### src/rtl/conv_32_8_if.sv
// Handshake bundle for the 32-to-8 serializer: a word stream going in and a byte stream coming out.
// master is the environment side; slave is the serializer itself.
interface conv_32_8_if;
  logic [31:0] data_in;
  logic        valid_in;
  logic        in_ready;
  logic [7:0]  data_out;
  logic        valid_out;
  logic        out_ready;

  modport master (
    output data_in, valid_in, out_ready,
    input  in_ready, data_out, valid_out
  );

  modport slave (
    input  data_in, valid_in, out_ready,
    output in_ready, data_out, valid_out
  );
endinterface

### src/rtl/conv_32_8.sv
// Word-to-byte serializer: accepts 32-bit words and emits them as four bytes, one per clk (clk_4f).
// A new word can be loaded on the same edge that the last byte of the previous word is taken.
module conv_32_8 #(
  parameter bit MSB_FIRST = 1'b1
) (
  input  logic        clk,
  input  logic        reset,
  conv_32_8_if.slave  bus
);

  typedef enum logic {
    IDLE,
    SEND
  } state_t;

  state_t      state, state_n;
  logic [1:0]  cnt, cnt_n;
  logic [31:0] shreg, shreg_n;
  logic [7:0]  dout_n;
  logic        vout_n;
  logic        accept;

  // The byte currently on data_out always lives at the leading end of the shift register.
  function automatic logic [7:0] lead_byte(input logic [31:0] w);
    return MSB_FIRST ? w[31:24] : w[7:0];
  endfunction

  function automatic logic [31:0] shift_word(input logic [31:0] w);
    return MSB_FIRST ? {w[23:0], 8'h00} : {8'h00, w[31:8]};
  endfunction

  // Ready only when nothing is held, or when the last byte is leaving on this very edge.
  assign bus.in_ready = (state == IDLE) ||
                        ((state == SEND) && (cnt == 2'd3) && bus.out_ready);
  assign accept       = bus.valid_in && bus.in_ready;

  always_comb begin
    state_n = state;
    cnt_n   = cnt;
    shreg_n = shreg;
    dout_n  = bus.data_out;
    vout_n  = bus.valid_out;
    case (state)
      IDLE: begin
        if (accept) begin
          state_n = SEND;
          cnt_n   = 2'd0;
          shreg_n = bus.data_in;
          dout_n  = lead_byte(bus.data_in);
          vout_n  = 1'b1;
        end
      end
      SEND: begin
        if (bus.out_ready) begin
          if (cnt != 2'd3) begin
            cnt_n   = cnt + 2'd1;
            shreg_n = shift_word(shreg);
            dout_n  = lead_byte(shift_word(shreg));
          end else if (accept) begin
            state_n = SEND;
            cnt_n   = 2'd0;
            shreg_n = bus.data_in;
            dout_n  = lead_byte(bus.data_in);
            vout_n  = 1'b1;
          end else begin
            state_n = IDLE;
            cnt_n   = 2'd0;
            shreg_n = 32'h0;
            dout_n  = 8'h00;
            vout_n  = 1'b0;
          end
        end
      end
      default: begin
        state_n = IDLE;
        cnt_n   = 2'd0;
        shreg_n = 32'h0;
        dout_n  = 8'h00;
        vout_n  = 1'b0;
      end
    endcase
  end

  always_ff @(posedge clk or posedge reset) begin
    if (reset) begin
      state         <= IDLE;
      cnt           <= 2'd0;
      shreg         <= 32'h0;
      bus.data_out  <= 8'h00;
      bus.valid_out <= 1'b0;
    end else begin
      state         <= state_n;
      cnt           <= cnt_n;
      shreg         <= shreg_n;
      bus.data_out  <= dout_n;
      bus.valid_out <= vout_n;
    end
  end

endmodule
### src/flat_wrapper.sv
// flat-port wrapper written by rule: the top's interface ports become plain ports
module conv_32_8_flat 
#(
  parameter bit MSB_FIRST = 1'b1
)
  (clk, reset, bus_data_in, bus_valid_in, bus_out_ready, bus_in_ready, bus_data_out, bus_valid_out);
  conv_32_8_if bus_i ();
  input  logic clk;
  input  logic reset;
  input wire logic [$bits(bus_i.data_in)-1:0] bus_data_in;
  input wire logic [$bits(bus_i.valid_in)-1:0] bus_valid_in;
  input wire logic [$bits(bus_i.out_ready)-1:0] bus_out_ready;
  output wire logic [$bits(bus_i.in_ready)-1:0] bus_in_ready;
  output wire logic [$bits(bus_i.data_out)-1:0] bus_data_out;
  output wire logic [$bits(bus_i.valid_out)-1:0] bus_valid_out;
  assign bus_i.data_in = bus_data_in;
  assign bus_i.valid_in = bus_valid_in;
  assign bus_i.out_ready = bus_out_ready;
  assign bus_in_ready = bus_i.in_ready;
  assign bus_data_out = bus_i.data_out;
  assign bus_valid_out = bus_i.valid_out;
  conv_32_8 #(.MSB_FIRST(MSB_FIRST)) u_core (.clk(clk), .reset(reset), .bus(bus_i));
endmodule
### config.mk
export PLATFORM = sky130hd
export DESIGN_NAME = conv_32_8_flat
export DESIGN_NICKNAME = d
export VERILOG_FILES = /design/src/rtl/conv_32_8_if.sv /design/src/rtl/conv_32_8.sv /design/src/flat_wrapper.sv
export SDC_FILE = /design/constraint.sdc
export NUM_CORES = 1
export LEC_CHECK = 0
export ABC_AREA = 1
export CORE_ASPECT_RATIO = 1.75
export CORE_MARGIN = 8
export CORE_UTILIZATION = 48
export DETAILED_ROUTE_END_ITERATION = 8
export PLACE_DENSITY_LB_ADDON = 0.1
export SKIP_CTS_REPAIR_TIMING = 1
export SLEW_MARGIN = 20
export SYNTH_ARGS = -nofsm -noshare
export SYNTH_HDL_FRONTEND = slang
export SYNTH_SLANG_ARGS = --single-unit
### constraint.sdc
create_clock -name clk -period 1.5 [get_ports clk]
set_input_delay 0.3 -clock clk [delete_from_list [all_inputs] [get_ports clk]]
set_output_delay 0.3 -clock clk [all_outputs]
set_load 0.02 [all_outputs]
==> impl_metrics.env <==
# implementation run metrics
export IMPL_cts_max_path_buffers=2
export IMPL_critPathKind="register to primary output"
export IMPL_worst_slew_slack_as_a_fraction_of_its_limit_pct=80.5
export IMPL_worst_case_clock_skew_ns=0.00568
export IMPL_worstReg2RegEnd="u_core.bus.data_out[0]"
export IMPL_number_of_standard_cells_after_synthesis=230
export IMPL_n_antenna_cell=0
export IMPL_hold_path_class="input pin to async pin"
export IMPL_power_total_w=0.00426
export IMPL_status="finished, final reports clean"
export IMPL_worst_skew_pair_late_latency_ns=0.28
export IMPL_cts_max_level=2
export IMPL_route_detailed_vias_per_inst=4.86
export IMPL_drv_max_cap_violation_count=0
export IMPL_first_global_vias=1583
export IMPL_tritoncts_clock_tree="built"
export IMPL_die_area_um2=5950
export IMPL_max_fclk_mhz=681
export IMPL_layout_area_overhead_vs_synth_pct=40.1
export IMPL_fp_dieW_um=61.8
export IMPL_cp_data_arrival_time_ns=1.17
export IMPL_power_leakage_nw=1.21
export IMPL_starting_utilization_of_the_core_area_pct=49.1
export IMPL_cell_at_the_slowest_stage_of_the_critical_path="dfrtp_1"
export IMPL_yosys_cells=230
export IMPL_timing_final_crit_share_pct=97.9
export IMPL_critPathMaxFanout=3
export IMPL_maximum_number_of_pins_on_one_net_before_global_route_repair=37
export IMPL_finalInstanceArea_um2=2470
export IMPL_synth_area_yosys_um2=1760
export IMPL_depth_of_the_most_critical_reg_to_reg_path=7
export IMPL_async_reset_ff_share_pct=100
export IMPL_clock_sinks=36
export IMPL_drc_errors=0
export IMPL_die_h_um=96.2
export IMPL_final_layout_size_suffix_gt1_share_pct=10.9
export IMPL_yosys_cell_types=17
export IMPL_grt_first_pass_wirelength_um=6650
export IMPL_syn_mean_instance_area_um2=7.67
export IMPL_final_setup_viol_count=0
export IMPL_ant_nets=0
export IMPL_reg2reg_setup_slack_ns=0.10
export IMPL_stage_log_warnings=27
export IMPL_peak_supply_drop_mv=1.05
export IMPL_crit_reg2reg_launch="u_core.state"
export IMPL_worst_ep_required_time_ns=1.20
export IMPL_detailedRoute_firstIterationViolations=59
export IMPL_crit_path_end_kind="primary output"
report_power, final:
group          leakage [nW]  internal [W]  total (W)  switching, W
registers             0.436       0.00138    0.00160      0.000214
logic                 0.720      0.000865    0.00196       0.00110
clock network        0.0510      0.000366   0.000707      0.000341
total                  1.21       0.00261    0.00426       0.00165
kinds of logic (layout without fill, tap and decap cells):
| logic type | count (synthesis) | count (layout) | share of synthesized area [%] |
|---|---|---|---|
| buf+inv | 41 | 96 | 10.9 |
| fa+ha+maj | 1 | 1 | 0.709 |
| simple gates | 116 | 116 | 25.5 |
| compound gates | 36 | 36 | 11.8 |
| flops | 36 | 36 | 51.1 |
how the worst max path moves through the flow:
stage / from / to
after global placement: bus_out_ready / bus_in_ready
after floorplan: u_core.cnt[0] / bus_in_ready
after detailed placement: bus_out_ready / bus_in_ready
after CTS: u_core.cnt[0] / bus_in_ready
after global routing: u_core.cnt[0] / bus_in_ready
final: u_core.cnt[0] / bus_in_ready
final cells by class:
| class | instances | area [um^2] |
|---|---|---|
| fillers | 315 | 1120 |
| flip-flops and latches | 36 | 901 |
| multi-input cells | 153 | 696 |
| repair buffers | 59 | 617 |
| inverters | 29 | 109 |
| clock buffers | 6 | 82.6 |
| well taps | 46 | 57.6 |
| clock inverters | 2 | 10.0 |
metal layers:
metal  vias up  track usage, %  part of all wire [%]  wire length, um
met3         7            4.15                   6.7              290
met5         -               0                     0                0
met1       749            15.6                    39             1680
met2        45            26.0                    52             2280
li1        809               -                     -                -
met4         0            6.31                   2.2               95
stage by stage:
stage | setup TNS (ns) | hold WS [ns] | worst slack [ns]
6_report | 0 | 0.379 | 0.0319
5_1_grt | -0.0235 | 0.412 | -0.0235
4_1_cts | -0.939 | 0.382 | -0.505
3_5_place_dp | -4.45 | 0.469 | -0.465
3_3_place_gp | -4.04 | 0.457 | -0.473
2_1_floorplan | 0 | 0.433 | 0.224
worst max-delay path: cells and delay by family (launching register included):
family / cells / cell delay [ns]
flip-flops: 1 / 0.42
AND/OR/NAND/NOR: 2 / 0.15
buffers and inverters: 1 / 0.14
adder cells (fa/ha/maj): 1 / 0.18
registers in the layout (all words and copies together) (netlist names):
| register | cells |
|---|---|
| u_core.shreg | 24 |
| u_core.bus.data_out | 8 |
| u_core.cnt | 2 |
| u_core.bus.valid_out | 1 |
| u_core.state | 1 |
cells in the final DEF (no fill, tap or decap), types with 6 or more instances in the layout:
| cell | instances |
|---|---|
| nor2_1 | 72 |
| clkdlybuf4s50_1 | 35 |
| a21oi_1 | 24 |
| o21ai_0 | 9 |
| buf_4 | 11 |
| inv_1 | 27 |
| clkbuf_8 | 6 |
| nand2_1 | 32 |
| dlymetal6s2s_1 | 9 |
| dfrtp_1 | 36 |
| nand3_1 | 9 |
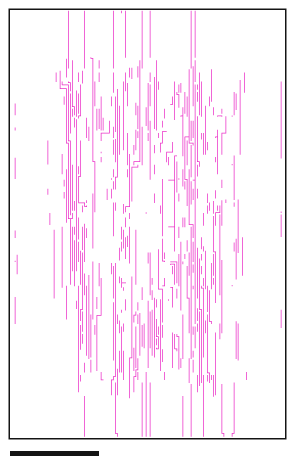
(images/m2.png)
Bar = 20 um.
share of all routed wire: 52%
main direction: vertical
total number of vias: 1610
total wirelength of the detailed-routed design: 4350 um
met2 routing resource usage after global routing: 26.0%

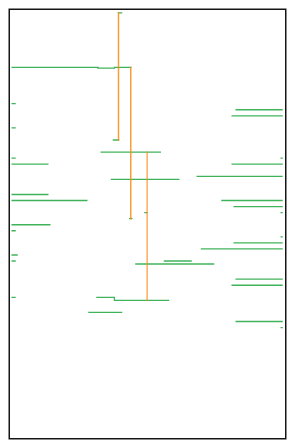
(images/layers.png)
Two of the layers only.
[M4] orange | wire length: 95.9 um
[M3] green | wire length: 290 um
WL per Instance: 13.1 um
all-layer global routing usage: 14.8%

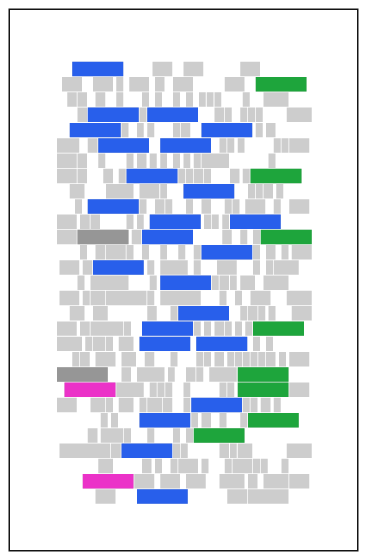
(images/ff_map.png)
[u_core.bus.data_out] green | flops: 8
[u_core.cnt] magenta | flops: 2
[u_core.shreg] blue | flops: 24
not colored: 2
FF/Latch Area: 901 um^2
flop share of the area: 36.4%
core utilization of the finished layout: 68.8%

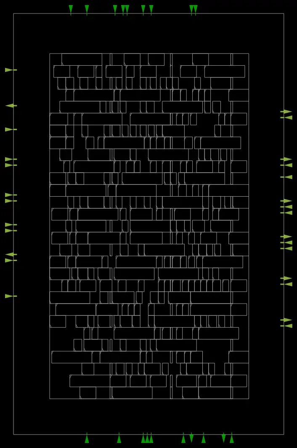
(images/placed.png)
number of sequential storage elements: 36
area of the core region: 3590 um^2
number of rows created at floorplan: 29
count of non-filler cells in the finished layout: 331
count of inserted tapcells: 46

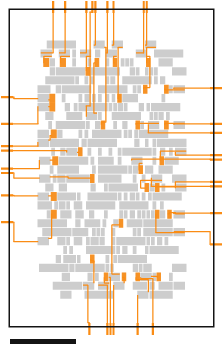
(images/port_trees.png)
Bar = 20 um.
[bus_data_in] orange | direction: input | edge: 9 top, 9 right, 8 left, 6 bottom | end cells: 32 | buffers: 32 | wire: 697 um
io pins: 46
Port Buffer Count: 45

Power figures rest on the tool's default switching activity, not on a simulated workload.
